**config.mk**
```make
export PLATFORM = sky130hd
export DESIGN_NAME = sd_spi_init_ctrl
export DESIGN_NICKNAME = d
export VERILOG_FILES = /design/src/rtl/sd_spi_init_ctrl.sv
export SDC_FILE = /design/constraint.sdc
export NUM_CORES = 1
export LEC_CHECK = 0
export CAP_MARGIN = 10
export CORE_UTILIZATION = 61
export DETAILED_ROUTE_END_ITERATION = 6
export PLACE_DENSITY = 0.78
export SETUP_SLACK_MARGIN = 0.2
export SLEW_MARGIN = 10
export SYNTH_ARGS = -nofsm -noshare
export SYNTH_HDL_FRONTEND = slang
export SYNTH_SLANG_ARGS = --single-unit
```
**constraint.sdc**
```tcl
create_clock -name d_clock -period 7.15 [get_ports d_clock]
set_input_delay 1.43 -clock d_clock [delete_from_list [all_inputs] [get_ports d_clock]]
set_output_delay 1.43 -clock d_clock [all_outputs]
set_load 0.01 [all_outputs]
```
**src/rtl/sd_spi_init_ctrl.sv**
```systemverilog
// sd_spi_init_ctrl: SPI-mode SD/MMC card initialiser (SDv2 / SDv1 / MMC) with timeouts and error codes.
// Ports:
//   d_clock    SPI bit clock, all logic on the rising edge
//   reset      asynchronous active-low reset
//   start      begin initialisation (sampled in IDLE only)
//   MISO/MOSI  card data out / card data in (MOSI registered)
//   CS         chip select, active low, registered
//   card_busy  high from accepted start until READY or ERROR
//   card_ready high in READY
//   init_error high in ERROR, error_code gives the cause
//   card_type  0 unknown, 1 MMC, 2 SDv1, 3 SDv2
//   ccs        OCR[30] for SDv2 (block addressing)
module sd_spi_init_ctrl #(
  parameter int INIT_CLOCKS = 80,
  parameter int GAP_CLOCKS = 8,
  parameter int NCR_MAX = 16,
  parameter int RETRY_WIDTH = 16,
  parameter logic [RETRY_WIDTH-1:0] ACMD41_RETRIES = 16'd4000,
  parameter logic [RETRY_WIDTH-1:0] CMD0_RETRIES = 16'd8
) (
  input  logic       d_clock,
  input  logic       reset,
  input  logic       start,
  input  logic       MISO,
  output logic       MOSI,
  output logic       CS,
  output logic       card_busy,
  output logic       card_ready,
  output logic       init_error,
  output logic [2:0] error_code,
  output logic [1:0] card_type,
  output logic       ccs
);
  typedef enum logic [3:0] {IDLE, POWERUP, SEND, WAIT_R, RECV, GAP, DECIDE, READY, ERROR} state_t;
  typedef enum logic [2:0] {C0, C8, C55, C41, C1, C58, C16} cmd_t;
  localparam logic [15:0] INIT_LAST = 16'(INIT_CLOCKS - 1);
  localparam logic [15:0] GAP_LAST = 16'(GAP_CLOCKS - 1);
  localparam logic [15:0] NCR_LAST = 16'(NCR_MAX * 8 - 1);
  state_t state, state_n;
  cmd_t cmd, cmd_n, nxt;
  logic [15:0] cnt, cnt_n;
  logic [47:0] sh, sh_n, fr;
  logic [39:0] resp, resp_n;
  logic [RETRY_WIDTH-1:0] retry, retry_n, retry_inc, cmd0_cnt, cmd0_n, cmd0_inc;
  logic [2:0] pend, pend_n, code_n;
  logic [1:0] type_n;
  logic [7:0] r1;
  logic mosi_n, cs_n, ccs_n, go, long_resp;
  logic unused_resp;
  function automatic logic [47:0] frame_of(cmd_t c, logic hc);
    logic [5:0] idx;
    logic [31:0] arg;
    logic [7:0] crc;
    idx = c == C0 ? 6'd0 : c == C8 ? 6'd8 : c == C55 ? 6'd55 : c == C41 ? 6'd41 :
          c == C1 ? 6'd1 : c == C58 ? 6'd58 : 6'd16;
    arg = c == C8 ? 32'h0000_01AA : c == C16 ? 32'd512 : (c == C41 && hc) ? 32'h4000_0000 : 32'd0;
    crc = c == C0 ? 8'h95 : c == C8 ? 8'h87 : 8'h01;
    return {2'b01, idx, arg, crc};
  endfunction
  assign card_busy = !(state inside {IDLE, READY, ERROR});
  assign card_ready = state == READY;
  assign init_error = state == ERROR;
  // CMD8 and CMD58 return 40-bit R7/R3 with R1 on top; everything else is a bare R1
  assign long_resp = cmd == C8 || cmd == C58;
  assign r1 = long_resp ? resp[39:32] : resp[7:0];
  assign retry_inc = retry + RETRY_WIDTH'(1);
  assign cmd0_inc = cmd0_cnt + RETRY_WIDTH'(1);
  // OCR/R7 bits outside the echo pattern and CCS carry no meaning here
  assign unused_resp = ^{resp[31], resp[29:12]};
  always_comb begin
    state_n = state;
    cmd_n = cmd;
    nxt = cmd;
    go = 1'b0;
    cnt_n = cnt + 16'd1;
    sh_n = sh;
    resp_n = resp;
    retry_n = retry;
    cmd0_n = cmd0_cnt;
    pend_n = pend;
    mosi_n = 1'b1;
    cs_n = 1'b1;
    code_n = error_code;
    type_n = card_type;
    ccs_n = ccs;
    case (state)
      IDLE: begin
        cnt_n = '0;
        state_n = start ? POWERUP : IDLE;
      end
      POWERUP: if (cnt == INIT_LAST) begin
        go = 1'b1;
        nxt = C0;
      end
      SEND: begin
        cs_n = 1'b0;
        mosi_n = sh[47];
        sh_n = {sh[46:0], 1'b1};
        if (cnt == 16'd47) begin
          state_n = WAIT_R;
          cnt_n = '0;
          mosi_n = 1'b1;
        end
      end
      WAIT_R: begin
        cs_n = 1'b0;
        if (!MISO) begin
          state_n = RECV;
          cnt_n = '0;
          resp_n = '0;
        end else if (cnt == NCR_LAST) begin
          state_n = GAP;
          cnt_n = '0;
          pend_n = 3'd4;
        end
      end
      RECV: begin
        cs_n = 1'b0;
        resp_n = {resp[38:0], MISO};
        if (cnt == (long_resp ? 16'd38 : 16'd6)) begin
          state_n = GAP;
          cnt_n = '0;
        end
      end
      GAP: if (cnt == GAP_LAST) state_n = DECIDE;
      DECIDE: begin
        if (pend != 3'd0) begin
          state_n = ERROR;
          code_n = pend;
        end else case (cmd)
          C0: begin
            cmd0_n = cmd0_inc;
            if (r1 == 8'h01) begin
              go = 1'b1;
              nxt = C8;
            end else if (cmd0_inc == CMD0_RETRIES) begin
              state_n = ERROR;
              code_n = 3'd1;
            end else begin
              go = 1'b1;
              nxt = C0;
            end
          end
          C8: begin
            if (r1[2]) begin
              go = 1'b1;
              nxt = C55;
              type_n = 2'd2;
            end else if (r1 == 8'h01 && resp[11:0] == 12'h1AA) begin
              go = 1'b1;
              nxt = C55;
              type_n = 2'd3;
            end else begin
              state_n = ERROR;
              code_n = 3'd2;
            end
          end
          C55: begin
            go = 1'b1;
            // an SDv1-path card rejecting CMD55 is an MMC card
            if (card_type == 2'd2 && r1[2]) begin
              nxt = C1;
              type_n = 2'd1;
              retry_n = '0;
            end else nxt = C41;
          end
          C41, C1: begin
            retry_n = retry_inc;
            if (r1 == 8'h00) begin
              go = 1'b1;
              nxt = card_type == 2'd3 ? C58 : C16;
            end else if (retry_inc == ACMD41_RETRIES) begin
              state_n = ERROR;
              code_n = 3'd3;
            end else begin
              go = 1'b1;
              nxt = cmd == C41 ? C55 : C1;
            end
          end
          default: begin
            if (r1 == 8'h00) begin
              state_n = READY;
              ccs_n = cmd == C58 ? resp[30] : 1'b0;
            end else begin
              state_n = ERROR;
              code_n = 3'd5;
            end
          end
        endcase
      end
      default: ;
    endcase
    fr = frame_of(nxt, card_type == 2'd3);
    if (go) begin
      state_n = SEND;
      cmd_n = nxt;
      cnt_n = '0;
      cs_n = 1'b0;
      mosi_n = fr[47];
      sh_n = {fr[46:0], 1'b1};
    end
  end
  always_ff @(posedge d_clock or negedge reset)
    if (!reset) begin
      state <= IDLE;
      cmd <= C0;
      cnt <= '0;
      sh <= '0;
      resp <= '0;
      retry <= '0;
      cmd0_cnt <= '0;
      pend <= '0;
      MOSI <= 1'b1;
      CS <= 1'b1;
      error_code <= '0;
      card_type <= '0;
      ccs <= 1'b0;
    end else begin
      state <= state_n;
      cmd <= cmd_n;
      cnt <= cnt_n;
      sh <= sh_n;
      resp <= resp_n;
      retry <= retry_n;
      cmd0_cnt <= cmd0_n;
      pend <= pend_n;
      MOSI <= mosi_n;
      CS <= cs_n;
      error_code <= code_n;
      card_type <= type_n;
      ccs <= ccs_n;
    end
endmodule

```
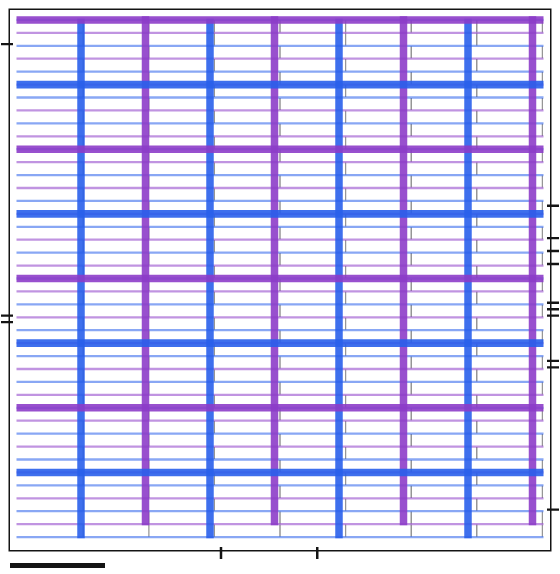
(power grid)
The bar under the picture is 20 µm long. Pins as bars on the die edge. Tap cells in grey.
VDD: drawn in purple. VSS: drawn in blue.
15 signal pins sit on the boundary. 8 straps on met5. 41 met1 rails follow the rows. 8 straps on met4.
Worst VDD drop: 0.268 mV
height of the die: 114 µm
horizontal die dimension: 114 µm
placeable core region: 12100 µm²

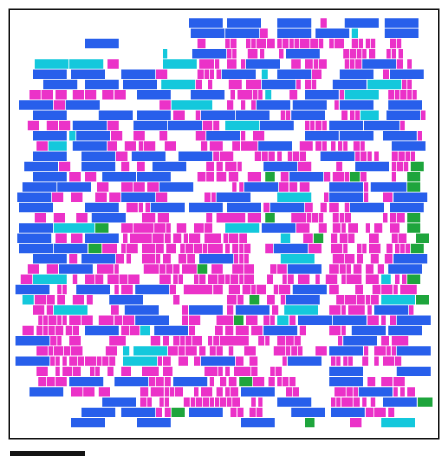
(placement by cell class)
The bar under the picture is 20 µm long.
remaining logic cells: drawn in magenta, cells 586. registers: drawn in blue, cells 152. clock drivers and dummy loads: drawn in cyan, cells 32. remaining buffers and delay cells: drawn in green, cells 22.
site row count: 40
utilization after layout: 69.5%
flop share of the area: 45.4%

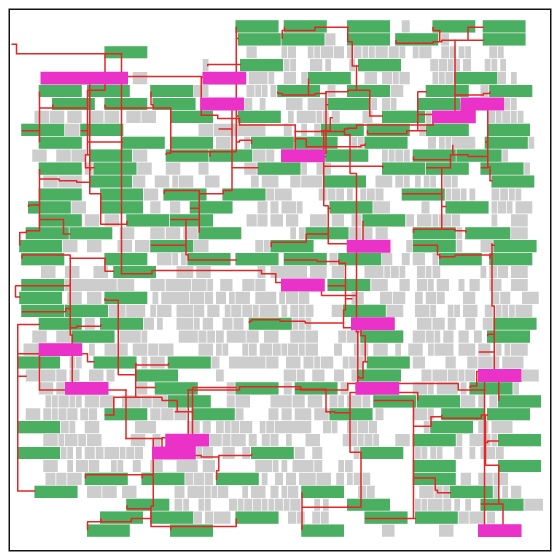
(routed clock nets over the placement)
flip-flops: drawn in green, count 152. clock-net drivers: drawn in magenta, count 17. clock wires: drawn in red, length 1800 µm.
Position of the flops: spread over the die. There are 18 routed clock nets.
clock share of power: 47.5%
power dissipated in the clock network: 878 µW
Clock Skews: 6.76 ps
source-to-sink clock delay at the later pin of the worst-skew pair: 420 ps

==> report_table.html <==
<h3>Flow metrics</h3>
<table>
<tr><th>Metric</th><th>Value</th></tr>
<tr><th colspan="2">Run status</th></tr>
<tr><td>Outcome</td><td>finished clean</td></tr>
<tr><th colspan="2">Power</th></tr>
<tr><td>Sequential fraction of design power</td><td>48.2%</td></tr>
<tr><td>Max power group</td><td>sequential cells</td></tr>
<tr><td>Cell-internal power</td><td>~1400 µW</td></tr>
<tr><td>Power density cells</td><td>about 220 nW/µm²</td></tr>
<tr><td>Leakage power</td><td>0.00368 µW</td></tr>
<tr><th colspan="2">Layout</th></tr>
<tr><td>Max reg flops</td><td>~48</td></tr>
<tr><td>Biggest regs</td><td>sh (48), resp (40)</td></tr>
<tr><td>Non-clock inverter count</td><td>11</td></tr>
<tr><td>Top logic cells by instance count in the layout</td><td>150 x dfrtp_1, 110 x nand2_1, 72 x nor2_1</td></tr>
<tr><td>Proportion of layout cells with a drive suffix above 1</td><td>a little under a tenth</td></tr>
<tr><td>Filler instances</td><td>873</td></tr>
<tr><td>Gate Area</td><td>3540 µm²</td></tr>
<tr><td>Layout-stage area growth over the synthesis result</td><td>10.3%</td></tr>
<tr><td>Cell area after layout</td><td>between 8000 and 9000 µm²</td></tr>
<tr><td>Final-layout clock-cell area share</td><td>~6.9%</td></tr>
<tr><td>Cell kind with the greatest summed area</td><td>registers</td></tr>
<tr><td>Clock buffers</td><td>20</td></tr>
<tr><td>Proportion of final cell area spent on non-clock buffers</td><td>approximately 2.4%</td></tr>
<tr><td>Largest register by flop count</td><td>sh</td></tr>
<tr><td>NumNets Final</td><td>roughly 790</td></tr>
<tr><td>Number of ordinary and repair buffers in the finished layout</td><td>22</td></tr>
<tr><th colspan="2">Worst setup path</th></tr>
<tr><td>Worst R2R End</td><td>cnt[15]$_DFF_PN0_</td></tr>
<tr><td>Bufs and invs on worst path</td><td>1</td></tr>
<tr><td>Highest-delay cell along the critical path</td><td>dfrtp_1</td></tr>
<tr><td>Endpoint kind of the worst setup timing path</td><td>flop</td></tr>
<tr><td>Critical Path Start Type</td><td>flop</td></tr>
<tr><td>Arrival time of the worst setup path</td><td>4190 ps</td></tr>
<tr><td>Stages on worst setup path</td><td>10</td></tr>
<tr><td>Critical Setup Path Class</td><td>reg2reg</td></tr>
<tr><td>Ordered list of cells on the worst path</td><td>nand2b_1 &gt; mux2_4 &gt; nor3_4 &gt; a31oi_1 &gt; or3_1 &gt; a21boi_1 &gt; o211ai_4 &gt; buf_4 &gt; o21bai_2 &gt; nor2_1</td></tr>
<tr><td>Slowest cell delay on critical path</td><td>about 660 ps</td></tr>
<tr><th colspan="2">Routing</th></tr>
<tr><td>Detailed route wirelength on metal2</td><td>7.35 mm</td></tr>
<tr><td>Highest metal layer with signal wires</td><td>met4</td></tr>
<tr><td>Drt total wl</td><td>between 15 and 20 mm</td></tr>
<tr><td>Total routed wire length on the met1 layer</td><td>around 7 mm</td></tr>
<tr><td>Avg Vias per Cell</td><td>between 6 and 7</td></tr>
<tr><td>DRC viols</td><td>0</td></tr>
<tr><td>Detailed-route via count</td><td>just under 6000</td></tr>
<tr><th colspan="2">Placement</th></tr>
<tr><td>Routability Congestion</td><td>between 0.8 and 0.9</td></tr>
<tr><td>Number of placed instances, taps included</td><td>between 900 and 1000</td></tr>
<tr><td>Setup WS pre-CTS</td><td>~3300 ps</td></tr>
<tr><td>Post-DP Area</td><td>around 8000 µm²</td></tr>
<tr><th colspan="2">Timing</th></tr>
<tr><td>Worst Tran Pin Value</td><td>about 910 ps</td></tr>
<tr><td>Count of endpoints failing setup in the final report</td><td>0</td></tr>
<tr><td>Worst hold slack after final layout</td><td>about 480 ps</td></tr>
<tr><td>Period utilization</td><td>between 50% and 60%</td></tr>
<tr><td>Total negative slack for setup checks</td><td>0 ps</td></tr>
<tr><td>Relative slew slack</td><td>approximately two fifths</td></tr>
<tr><td>Unrepaired setup endpoints after global routing</td><td>false</td></tr>
<tr><td>Max Transition Viols Final</td><td>0</td></tr>
<tr><td>Final critical path time including I/O delays and setup</td><td>approximately 3900 ps</td></tr>
<tr><th colspan="2">Logic synthesis</th></tr>
<tr><td>Average footprint of a synthesized cell</td><td>9.64 µm²</td></tr>
<tr><td>Prevailing post-synth register cell</td><td>dfrtp_1</td></tr>
<tr><td>Distinct lib cells used</td><td>roughly 70</td></tr>
<tr><td>MUX area fraction</td><td>approximately 2.3%</td></tr>
<tr><td>Biggest area consumer among synthesized cells</td><td>dfrtp_1</td></tr>
<tr><td>Synth Area in Simple Gates</td><td>21.5%</td></tr>
<tr><td>Area share of the largest cell type after synthesis</td><td>slightly below 50%</td></tr>
<tr><td>Share of synthesized area occupied by flip-flops and latches</td><td>between 50% and 60%</td></tr>
<tr><td>Register bit total from synthesis</td><td>152</td></tr>
<tr><td>Tally of yosys warning messages</td><td>0</td></tr>
<tr><td>Post-Synth XOR/XNOR Area</td><td>4.26%</td></tr>
<tr><td>Dominant non-sequential cell family after synthesis</td><td>simple AND/OR/NAND/NOR gates</td></tr>
<tr><th colspan="2">Clock network</th></tr>
<tr><td>H-Tree Depth</td><td>4</td></tr>
<tr><td>Number of buffers inserted by hold repair at cts</td><td>0</td></tr>
<tr><td>Clock Tree Root</td><td>clkbuf_16</td></tr>
<tr><td>Clock tree from TritonCTS</td><td>done</td></tr>
<tr><td>Max Buffers Root-to-Sink</td><td>2</td></tr>
<tr><td>Resized Gates After CTS</td><td>0</td></tr>
<tr><th colspan="2">Hold path</th></tr>
<tr><td>Worst hold endpoint</td><td>sh[0]$_DFFE_PN0P_</td></tr>
<tr><td>Path type of the worst min-delay path</td><td>reg2reg</td></tr>
<tr><td>Cell count of the worst hold path</td><td>1</td></tr>
<tr><th colspan="2">Global routing</th></tr>
<tr><td>Pin count of the biggest net entering global routing</td><td>~100</td></tr>
<tr><td>Met2 layer usage reported by global route</td><td>between 30 and 40%</td></tr>
<tr><td>Initial antenna violation count</td><td>0</td></tr>
<tr><td>Total GRT Usage</td><td>about a quarter</td></tr>
<tr><td>First-pass GRT wire length</td><td>approximately 27 mm</td></tr>
<tr><td>GRT overflow</td><td>0</td></tr>
<tr><th colspan="2">Die</th></tr>
<tr><td>I/O pins</td><td>15</td></tr>
<tr><td>Inserted tap cell count</td><td>168</td></tr>
<tr><td>Floorplan core density</td><td>a little over three fifths</td></tr>
<tr><th colspan="2">Flow run</th></tr>
<tr><td>Number of warnings in the stage logs</td><td>30</td></tr>
</table>
Power figures rest on the tool's default switching activity, not on a simulated workload.
